==> config.mk <==
export PLATFORM = sky130hd
export DESIGN_NAME = rd_empty_sync
export DESIGN_NICKNAME = d
export VERILOG_FILES = /design/src/rtl/rd_empty_sync.sv
export SDC_FILE = /design/constraint.sdc
export NUM_CORES = 1
export LEC_CHECK = 0
export CAP_MARGIN = 25
export CORE_UTILIZATION = 40
export DETAILED_ROUTE_END_ITERATION = 7
export DONT_BUFFER_PORTS = 1
export GPL_TIMING_DRIVEN = 0
export RECOVER_POWER = 50
export SYNTH_ARGS = -nofsm -noshare
export SYNTH_HDL_FRONTEND = slang
export SYNTH_SLANG_ARGS = --single-unit
==> constraint.sdc <==
create_clock -name rd_clk -period 3.5 [get_ports rd_clk]
set_input_delay 0.7 -clock rd_clk [delete_from_list [all_inputs] [get_ports rd_clk]]
set_output_delay 0.7 -clock rd_clk [all_outputs]
set_load 0.05 [all_outputs]
run_1/congestion_map.png
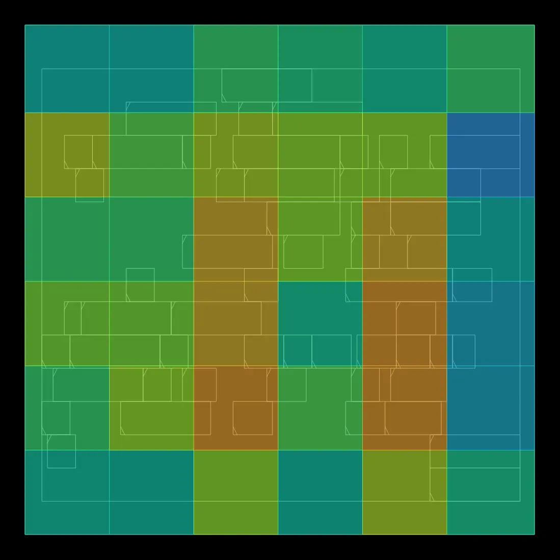
post-layout utilization of the core: 0.4851
post-DR wirelength/cell: 12.03 µm

run_1/clock_wires.png
Drawn at 12 px/µm.
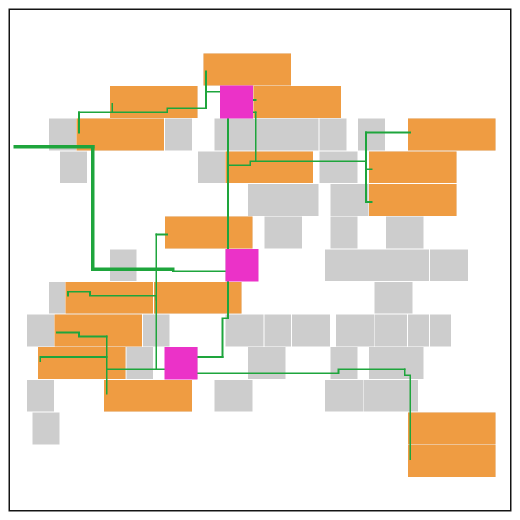
Key: flip-flops = orange [count 16]; clock-net drivers = magenta [count 3]; clock wires = green [length 171 µm]
Position of the flops: all over the die.
clock insertion delay at the later pin of the skew report: 0.28 ns
clock distribution power: 0.0915 mW
setup skew after layout: 0.007938 ns
portion of total power attributed to the clock network: 0.256

run_1/ff_map.png
Drawn at 12 px/µm. Other sequential cells in the stronger gray, the rest of the logic in the fainter gray.
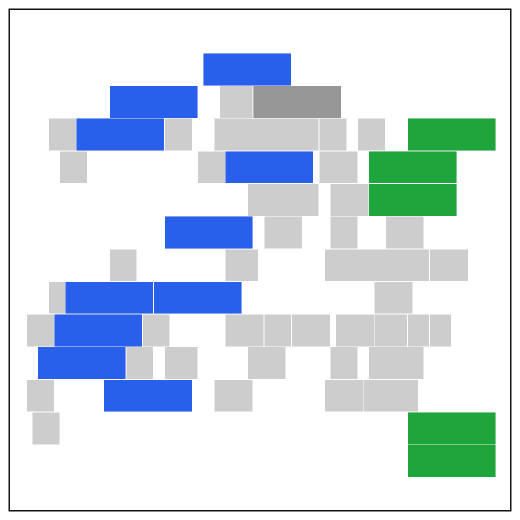
Key: `rd_ptr_gray` = green [sequential cells 5]; `sync_q` = blue [sequential cells 10]
sequential cell power: 0.223 mW
register fraction of the total cell area: 0.4776

run_1/floorplan.png
Drawn at 10 px/µm. Pins as bars on the die edge.
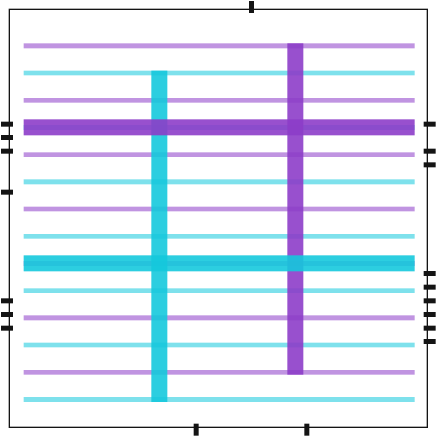
Key: VDD = purple; VSS = cyan
19 signal pins sit on the boundary. The core has 13 rows. 2 straps on met4. 14 met1 rails follow the rows. 2 straps on met5.
worst vdd ir: 263.5 µV
die boundary height: 41.67 µm
core area: 1383 µm²
Die X-Extent: 41.67 µm

==> flow_results.org <==
* Implementation run

** Global routing
- Entering global routing, the biggest net connects 11 pins.
- All-Layer GR Usage :: 0.1164
- Per the GRT congestion report, total overflow comes to 0.
- Initial antenna violation count :: 0
- First-pass GRT wire length :: 1.469 mm
- Vias in the first global route :: around 350

** STA
- Post-route setup TNS :: 0 ns
- Subtracting the final worst setup slack from the clock period gives 2.040 ns.
- Worst slew margin :: 0.6809
- Hold violation count in the final report :: 0
- Post-route period utilization is reported as 0.5829.
- Setup repair after global routing left no endpoint under its margin.
- Fmax achieved :: roughly 490 MHz
- Final-report max-slew violation count :: 0
- The transition time recorded at the tightest slew-check pin is 0.4780 ns.
- Endpoints with negative setup slack in the final report add up to 0.

** Placement
- # port buffers :: 0
- After detailed placement, the design holds a cell count of 67.
- Per the gpl log, the routability congestion estimate is between 0.6 and 0.7.

** Setup path
- The critical path is of the input port to flip-flop type.
- Critical Path Fanout Max :: 3
- The worst setup path is captured at a flip-flop.
- CP required :: ~3.7 ns
- List of cells traversed by the critical path :: ha_1 > ha_1 > nand3_1 > xor2_1 > xor3_1 > o41ai_2
- Highest cell delay on the worst timing path :: ~0.4 ns
- The worst setup path is launched from an input port.
- Among all stages on the critical path, the largest delay is contributed by sky130_fd_sc_hd__xor3_1.
- In this run the register-to-register setup slack is about 2.3 ns.
- Along the critical path, the tally of buffer and inverter instances is 0.
- Top delay family on crit path :: XOR/XNOR gates
- The report puts the cell count of the worst reg-to-reg path at 4.
- Data on the critical path arrives at its endpoint at 2.22 ns.
- Critical Path Most Common Cell :: sky130_fd_sc_hd__ha_1
- The timing report lists the critical path depth as 6 cells.

** Synthesis
- The synthesis report gives the async set-or-reset register share as 0.
- In the Yosys report the total cell count is 52.
- Netlist Area Pre-Place :: approximately 630 µm²
- Once synthesis finished, the tally of register bits stood at 16.
- After synthesis, the cell types taking the most area are sky130_fd_sc_hd__dfxtp_1, sky130_fd_sc_hd__and2_1, sky130_fd_sc_hd__xor2_1.
- Averaged over all synthesized cells, the footprint is 12.10 µm².
- Yosys-reported design area after synthesis :: between 600 and 700 µm²
- Commonest cells post-synth :: sky130_fd_sc_hd__dfxtp_1, sky130_fd_sc_hd__and2_1, sky130_fd_sc_hd__xor2_1
- Cell count after synthesis :: between 50 and 60
- Count of library flops with an enable pin :: 0
- Share of the yosys chip area belonging to registers :: 0.5089
- Proportion of netlist area held by the largest area contributor :: 0.5089
- Net count of the mapped netlist :: 67
- sky130_fd_sc_hd__dfxtp_1 takes more of the synthesized area than any other cell.
- Count of yosys warnings during synthesis :: 0
- Most repeated cell in the gate-level netlist after synthesis :: sky130_fd_sc_hd__dfxtp_1
- Primary FF master, synth :: sky130_fd_sc_hd__dfxtp_1
- In the Yosys stats the netlist draws on 14 distinct library cells.

** Power and ir drop
- For this design the ratio of total power to cell area is 533.4 nW/µm².
- Leakage power summed over all cells :: 0.2804 nW

** Detailed routing
- DRC Markers :: 0
- Per the detailed-route log, wirelength across all metal layers totals 842 µm.
- DRC violation total after the first TritonRoute iteration :: 0
- Detail-routed via count per cell :: 5.029
- Per the post-route antenna check, the number of violating nets is 0.
- Number of iterations in the first detailed-routing pass :: 1
- Total via count in the routed design :: 352

** Hold path
- Worst hold path cell count :: 1
- The most critical min-delay path falls under flip-flop to flip-flop.

** Final layout
- Total number of nets in the final design :: roughly 70
- The layout report lists the multi-input gate area as 305.3 µm².
- Summing all flip-flop and latch instances after layout gives 320.3 µm².
- Final Instance Count excl. Fillers :: 70
- Fill count :: 125
- The number of antenna diodes in the final layout is 0.
- The register with the most flip-flops in the layout has 10 of them.
- Fraction of layout instances using a drive strength above 1 :: 0.1091
- Area added between synthesis and finish :: 6.561%

** CTS
- Number of resized instances in the post-cts repair step :: 0
- Per the repair_timing log after CTS, setup buffers inserted total 0.
- In this run the number of H-tree levels came out at 1.
- Root buffer cell :: sky130_fd_sc_hd__clkbuf_4
- The number of clock sinks came to 16.
- Clock tree from TritonCTS :: yes
- Clock edge transition at the registers on the reported setup and hold paths :: 0.09 ns
- Per the TritonCTS log, the buffer count is 3.
- Number of hold buffers added after CTS :: 0
- The longest clock path from root to sink contains 2 buffers.

** Job
- Log Warnings :: 26
- Across the run, the number of max-cap violations was 0.

** Floorplan
- Row cnt :: 13
- 19 I/O pins were placed.
- The floorplan step records an initial core utilization of 0.4552.
- Total die area :: around 1700 µm²

** Status
- Result of the run :: complete, no violations
## run 1: report_power, final
part	total, mW	internal (mW)	switching [mW]
Sequential	0.223	0.194	0.0283
Combinational	0.0435	0.0248	0.0188
Clock	0.0915	0.0398	0.0516
Total	0.358	0.259	0.0987
## run 1: routing by layer
layer	GRT usage	vias up	wire length [µm]	share of wire
li1	-	174	-	-
met1	0.1260	160	367	0.44
met2	0.1688	16	408	0.48
met3	0.05652	2	57	0.068
met4	0.09677	0	10	0.012
met5	0	-	0	0
## run 1: layout make-up
type | count | share of cell area
Clock buffer | 3 | 0.03358
Multi-Input combinational cell | 35 | 0.4552
Buffer | 1 | 0.005597
Tap cell | 15 | 0.02799
Sequential cell | 16 | 0.4776
## run 1: cells in the final DEF (no fill, tap or decap)
master / synthesis / layout
sky130_fd_sc_hd__clkbuf_1: 1 / 1
sky130_fd_sc_hd__xnor3_2: 1 / 1
sky130_fd_sc_hd__xor3_1: 1 / 1
sky130_fd_sc_hd__a21boi_0: 1 / 1
sky130_fd_sc_hd__and2b_2: 1 / 1
sky130_fd_sc_hd__or2_1: 1 / 1
sky130_fd_sc_hd__xnor2_1: 4 / 4
sky130_fd_sc_hd__xor2_1: 7 / 7
sky130_fd_sc_hd__and2_1: 13 / 9
sky130_fd_sc_hd__ha_1: 2 / 2
sky130_fd_sc_hd__dfxtp_1: 16 / 16
sky130_fd_sc_hd__clkbuf_4: 0 / 3
sky130_fd_sc_hd__o41ai_2: 1 / 1
sky130_fd_sc_hd__and2_0: 0 / 4
sky130_fd_sc_hd__nand3_1: 2 / 2
sky130_fd_sc_hd__nor2b_1: 1 / 1
## run 1: kinds of logic after synthesis
family                   share of synthesized area
AND/OR/NAND/NOR                             0.1789
flip-flops                                  0.5090
XOR/XNOR                                    0.2286
AND-OR/OR-AND                              0.03778
adder cells (fa/ha/maj)                    0.03976
buffers and inverters                     0.005958
## run 1: stage by stage
stage               cell area, µm²  utilization  setup slack, ns  hold slack [ns]  power, mW
detailed placement           648.1       0.4688            1.160           0.4212     0.2716
global route                 670.6       0.4851            1.318           0.4599     0.3752
floorplan                    629.4            -            1.314           0.4118     0.2651
global placement             648.1       0.4688            1.206           0.4145     0.2696
CTS                          670.6       0.4851            1.455           0.4451     0.3623
finish                       670.6       0.4851            1.460           0.4393     0.3577
Power figures rest on the tool's default switching activity, not on a simulated workload.
